[src/rtl/bus_timer_if.sv]
// Data-bus view of the memory-mapped interval timer.
// The CPU M stage drives address/data/strobe; the timer answers with sel/rdata/intr.
interface bus_timer_if #(
    parameter int DBITS = 32
);
    logic [DBITS-1:0] abus;
    logic [DBITS-1:0] wdata;
    logic             we;
    logic             sel;
    logic [DBITS-1:0] rdata;
    logic             intr;

    modport master (
        output abus,
        output wdata,
        output we,
        input  sel,
        input  rdata,
        input  intr
    );

    modport slave (
        input  abus,
        input  wdata,
        input  we,
        output sel,
        output rdata,
        output intr
    );
endinterface

[src/rtl/bus_timer.sv]
// Interval timer on the CPU data bus: TCNT/TLIM/TCTL with a clock prescaler,
// programmable wrap limit, Ready/Overflow flags and a level interrupt.
module bus_timer #(
    parameter int               DBITS  = 32,
    parameter logic [DBITS-1:0] BASE   = 32'hFFFFF100,
    parameter int               CLKDIV = 25000000
) (
    input  logic        clk,
    input  logic        RESET_N,
    bus_timer_if.slave  bus
);

    localparam int PW = (CLKDIV > 1) ? $clog2(CLKDIV) : 1;
    localparam logic [PW-1:0] PMAX = PW'(CLKDIV - 1);

    localparam logic [DBITS-1:0] A_CNT = BASE;
    localparam logic [DBITS-1:0] A_LIM = BASE + DBITS'(4);
    localparam logic [DBITS-1:0] A_CTL = BASE + DBITS'(8);

    logic [PW-1:0]    presc_q, presc_d;
    logic [DBITS-1:0] cnt_q, cnt_d;
    logic [DBITS-1:0] lim_q, lim_d;
    logic             rdy_q, rdy_d;
    logic             ovf_q, ovf_d;
    logic             ie_q, ie_d;

    logic             hit_cnt, hit_lim, hit_ctl;
    logic             wr_cnt, wr_lim, wr_ctl;
    logic             tick, tick_eff, wrap;
    logic             clr0, clr1;
    logic [DBITS-1:0] ctl_rd;

    always_comb begin
        hit_cnt = (bus.abus == A_CNT);
        hit_lim = (bus.abus == A_LIM);
        hit_ctl = (bus.abus == A_CTL);
        wr_cnt  = bus.we & hit_cnt;
        wr_lim  = bus.we & hit_lim;
        wr_ctl  = bus.we & hit_ctl;
    end

    // A TCNT/TLIM write restarts the tick period, so it swallows any tick
    always_comb begin
        tick     = (presc_q == PMAX);
        tick_eff = tick & ~(wr_cnt | wr_lim);
        wrap     = tick_eff & (lim_q != '0) & (cnt_q == lim_q - DBITS'(1));
        clr0     = wr_ctl & ~bus.wdata[0];
        clr1     = wr_ctl & ~bus.wdata[1];
    end

    always_comb begin
        presc_d = presc_q + PW'(1);
        if (wr_cnt | wr_lim | tick) begin
            presc_d = '0;
        end

        cnt_d = cnt_q;
        lim_d = lim_q;
        if (wr_cnt) begin
            cnt_d = bus.wdata;
        end else if (wr_lim) begin
            lim_d = bus.wdata;
            cnt_d = '0;
        end else if (wrap) begin
            cnt_d = '0;
        end else if (tick_eff) begin
            cnt_d = cnt_q + DBITS'(1);
        end

        // A wrap landing on a Ready-clear re-arms Ready instead of overflowing
        rdy_d = wrap | (rdy_q & ~clr0);
        ovf_d = (wrap & rdy_q & ~clr0) | (ovf_q & ~clr1);
        ie_d  = wr_ctl ? bus.wdata[8] : ie_q;
    end

    always_ff @(posedge clk or negedge RESET_N) begin
        if (!RESET_N) begin
            presc_q <= '0;
            cnt_q   <= '0;
            lim_q   <= '0;
            rdy_q   <= 1'b0;
            ovf_q   <= 1'b0;
            ie_q    <= 1'b0;
        end else begin
            presc_q <= presc_d;
            cnt_q   <= cnt_d;
            lim_q   <= lim_d;
            rdy_q   <= rdy_d;
            ovf_q   <= ovf_d;
            ie_q    <= ie_d;
        end
    end

    always_comb begin
        ctl_rd    = '0;
        ctl_rd[8] = ie_q;
        ctl_rd[1] = ovf_q;
        ctl_rd[0] = rdy_q;
    end

    always_comb begin
        bus.sel = hit_cnt | hit_lim | hit_ctl;
        unique case (1'b1)
            hit_cnt: bus.rdata = cnt_q;
            hit_lim: bus.rdata = lim_q;
            hit_ctl: bus.rdata = ctl_rd;
            default: bus.rdata = '0;
        endcase
        bus.intr = ie_q & rdy_q;
    end

endmodule

[src/flat_wrapper.sv]
// flat-port wrapper written by rule: the top's interface ports become plain ports
module bus_timer_flat 
#(
    parameter int               DBITS  = 32,
    parameter logic [DBITS-1:0] BASE   = 32'hFFFFF100,
    parameter int               CLKDIV = 25000000
)
  (clk, RESET_N, bus_abus, bus_wdata, bus_we, bus_sel, bus_rdata, bus_intr);
  bus_timer_if #(.DBITS(DBITS)) bus_i ();
  input  logic clk;
  input  logic RESET_N;
  input wire logic [$bits(bus_i.abus)-1:0] bus_abus;
  input wire logic [$bits(bus_i.wdata)-1:0] bus_wdata;
  input wire logic [$bits(bus_i.we)-1:0] bus_we;
  output wire logic [$bits(bus_i.sel)-1:0] bus_sel;
  output wire logic [$bits(bus_i.rdata)-1:0] bus_rdata;
  output wire logic [$bits(bus_i.intr)-1:0] bus_intr;
  assign bus_i.abus = bus_abus;
  assign bus_i.wdata = bus_wdata;
  assign bus_i.we = bus_we;
  assign bus_sel = bus_i.sel;
  assign bus_rdata = bus_i.rdata;
  assign bus_intr = bus_i.intr;
  bus_timer #(.DBITS(DBITS), .BASE(BASE), .CLKDIV(CLKDIV)) u_core (.clk(clk), .RESET_N(RESET_N), .bus(bus_i));
endmodule
[config.mk]
export PLATFORM = sky130hd
export DESIGN_NAME = bus_timer_flat
export DESIGN_NICKNAME = d
export VERILOG_FILES = /design/src/rtl/bus_timer_if.sv /design/src/rtl/bus_timer.sv /design/src/flat_wrapper.sv
export SDC_FILE = /design/constraint.sdc
export NUM_CORES = 1
export LEC_CHECK = 0
export ABC_AREA = 1
export CAP_MARGIN = 25
export CORE_MARGIN = 3
export CORE_UTILIZATION = 38
export CTS_BUF_LIST = sky130_fd_sc_hd__clkbuf_4 sky130_fd_sc_hd__clkbuf_8 sky130_fd_sc_hd__clkbuf_16
export CTS_CLUSTER_SIZE = 24
export DETAILED_ROUTE_END_ITERATION = 8
export PLACE_DENSITY = 0.61
export SLEW_MARGIN = 10
export SYNTH_ARGS = -nofsm -noshare
export SYNTH_HDL_FRONTEND = slang
export SYNTH_SLANG_ARGS = --single-unit
[constraint.sdc]
create_clock -name clk -period 5.05 [get_ports clk]
set_input_delay 1.01 -clock clk [delete_from_list [all_inputs] [get_ports clk]]
set_output_delay 1.01 -clock clk [all_outputs]
set_load 0.005 [all_outputs]
==> results.yml, run 1 <==
# implementation run metrics
logic_synthesis:
  yosys_area_um2: 7561
placement:
  dpl_worst_slack_ns: 0.7882
  dpl_cell_area_um2: 8792
  place_congestion: 0.9590
global_routing:
  gr-usage-all-layers_pct: 22.18
  grtUsageMet2_pct: 36.84
pwr:
  switching_share_pct: 22.28
  p_sw_mw: 0.3460
  power.total_mw: 1.553
detailed_routing:
  met1Wirelength_mm: 11.14
sta:
  min_period_over_period_pct: 84.67
clocking:
  tritoncts: "yes"
outcome:
  status: "finished clean"
finish:
  fin_nets: 1384
hold_path:
  hold_class: "flop to flop"
  min_from: "u_core.presc_q[0]"
worst_setup_path:
  rrSetupSlack_ns: 1.83
  crit_path_top_delay_cell: "clkdlybuf4s50_1"
floorplanning:
  core_um2: 19140
  die_w_um: 147.1
==> run 1: cell type report <==
| cell class | instances | area (um2) |
|---|---|---|
| Multi-Input combinational cell | 911 | 4370 |
| Tap cell | 260 | 325.3 |
| Sequential cell | 92 | 2302 |
| Timing Repair Buffer | 112 | 1089 |
| Clock inverter | 4 | 55.05 |
| Clock buffer | 12 | 260.3 |
| Inverter | 188 | 705.7 |
| Fill cell | 2074 | 10040 |
==> run 1: kinds of logic after synthesis <==
kind of cell             after synthesis
AND-OR/OR-AND                        181
XOR/XNOR                              43
adder cells (fa/ha/maj)                3
buffers and inverters                230
flip-flops                            92
AND/OR/NAND/NOR                      684
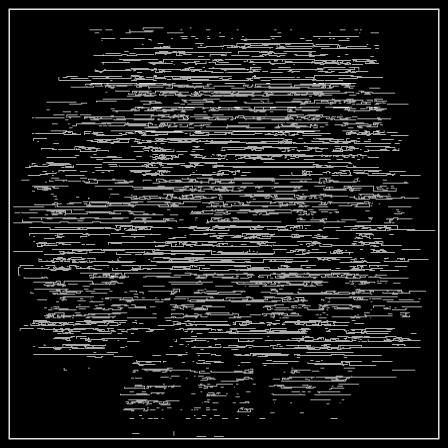
run_1/m1.png
nets with wire on the layer: 1308
wire length on this layer: 11100 um
longest straight run: 57.5 um
Routed WL: 24.05 mm
grt met1 use: 30.28%
vias after detailed routing: 7934

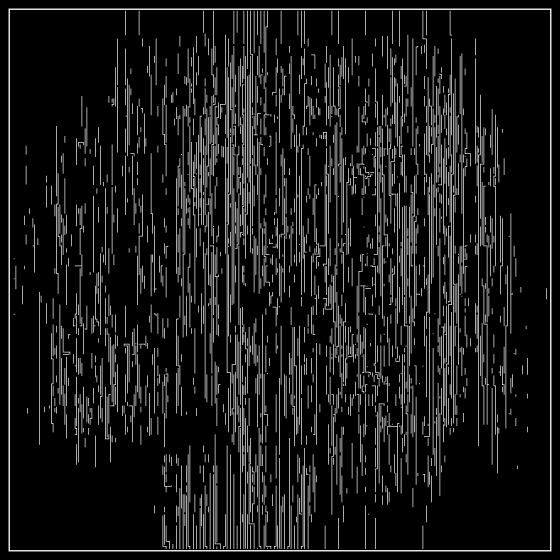
run_1/m2.png
wire length on this layer: 11200 um
nets with wire on the layer: 1035
share of all routed wire: 47%

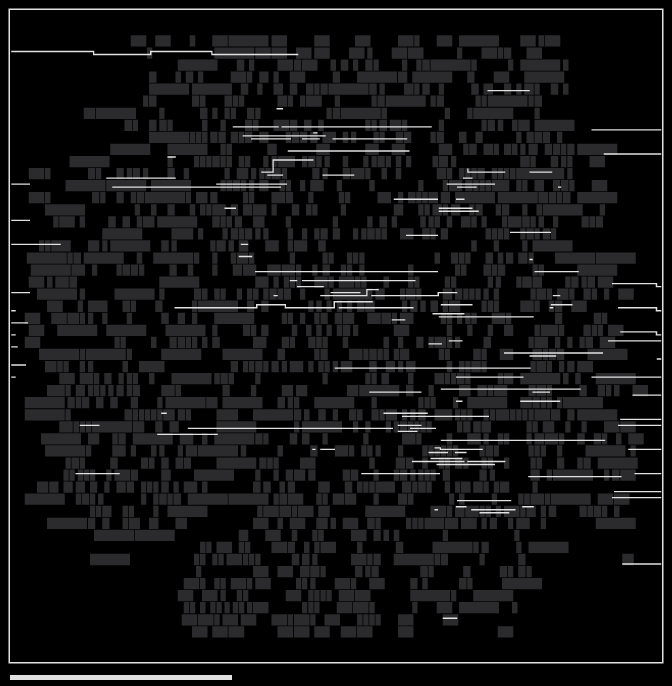
run_1/m3.png
Scale bar: 50 um. Cells faint in the background.
main direction: horizontal
wire length on this layer: 1230 um
longest straight run: 46.0 um
share of all routed wire: 5.1%
nets with wire on the layer: 96
met3 usage: 3.424%

run_1/congestion_map.png
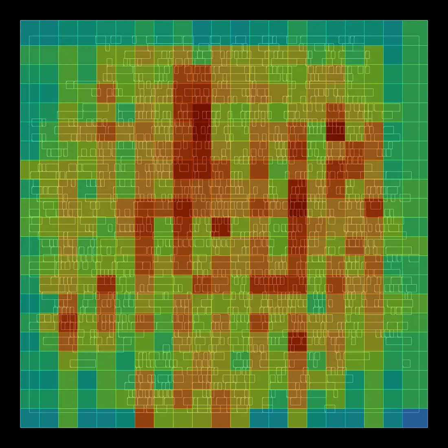

--- run 2 (diff from run 1) ---
PLACE_DENSITY = 0.63   (was 0.61)
clock period = 3.6 ns   (was 5.05 ns; I/O delays follow)
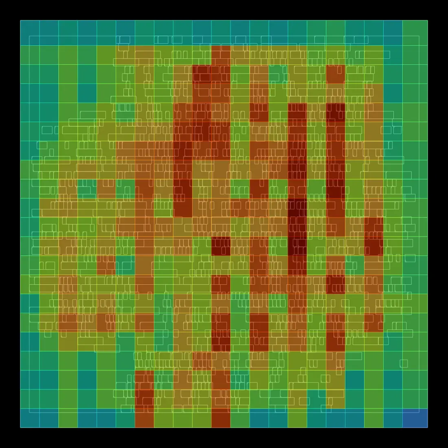
run_2/congestion_map.png
grt met1 use: 30.50%
WL/cell: 15.33 um
post-layout util: 47.73%
GRT busiest layer: met2

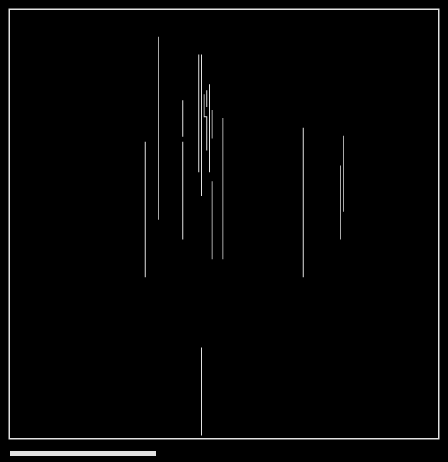
run_2/m4.png
Scale bar: 50 um.
nets with wire on the layer: 14
longest straight run: 62.6 um

==> run 2 against run 1 <==
Setup slack worse by 0.60 ns; critical endpoint is now bus_rdata[0]; clock power up 29%; register-to-register slack worse by 1.1 ns; synthesized cell count unchanged; die size unchanged; non-clock buffer count up 1; critical path depth up 1; area after synthesis unchanged; largest cell class unchanged; via count up 2.1%.
==> results.yml, run 2 <==
# implementation run metrics
finish:
  logic_gates: 911
  nonClockBufferCount: 113
  largestClassByArea: "multi-input combinational cells"
  sh_comb_area_pct: 47.89
  ff_latch_area_um2: 2302
  clkbuf_count: 12
  clkCellAreaFrac_pct: 3.177
  seq_share_pct: 25.20
  flops: 92
  inverters: 188
  buf_share_pct: 12.45
  comb_area_um2: 4375
global_routing:
  gr-usage-all-layers_pct: 22.58
  grt_use_met3_pct: 3.671
worst_setup_path:
  crit_path_top_delay_cell: "clkdlybuf4s50_1"
placement:
  place_congestion: 0.9529
  dpl_cell_area_um2: 8837
outcome:
  status: "finished clean"
hold_path:
  hold_class: "input port to async pin"
sta:
  min_period_over_period_pct: 95.16
clocking:
  tritoncts: "yes"
floorplanning:
  core_um2: 19140
  die_w_um: 147.1
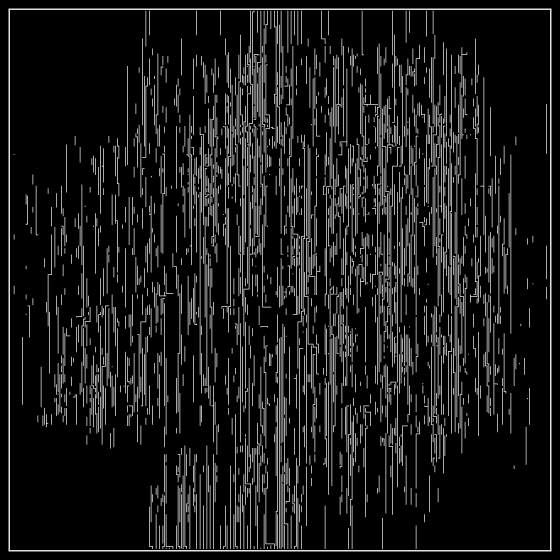
run_2/m2.png
wire length on this layer: 11500 um
longest straight run: 57.1 um
main direction: vertical
share of all routed wire: 48%
nets with wire on the layer: 1069
vias after detailed routing: 8100
met2 Usage GRT: 37.65%
Routed WL: 24.23 mm

## run 2: cell counts after synthesis
No cell type changed its count.
## run 2: path summary, 6_finish.rpt
path                                   start           endpoint  slack, ns  cells after the start
setup / recovery                bus_abus[25]       bus_rdata[0]       0.17                     11
hold / removal                       RESET_N    u_core.lim_q[7]       0.36                      1
setup reg to reg             u_core.lim_q[0]    u_core.cnt_q[8]       0.70                     15
hold reg to reg            u_core.presc_q[0]  u_core.presc_q[0]       0.46                      1
max in group asynchronous            RESET_N   u_core.lim_q[19]       2.44                      2
min in group clk           u_core.presc_q[0]  u_core.presc_q[0]       0.46                      1
## run 2: power breakdown
group,internal [mW],switching [mW],total (mW)
sequential,1.03,0.000000766,1.03
combinational,0.0708,0.0508,0.122
clock,0.518,0.427,0.945
total,1.62,0.478,2.10
Power figures rest on the tool's default switching activity, not on a simulated workload.
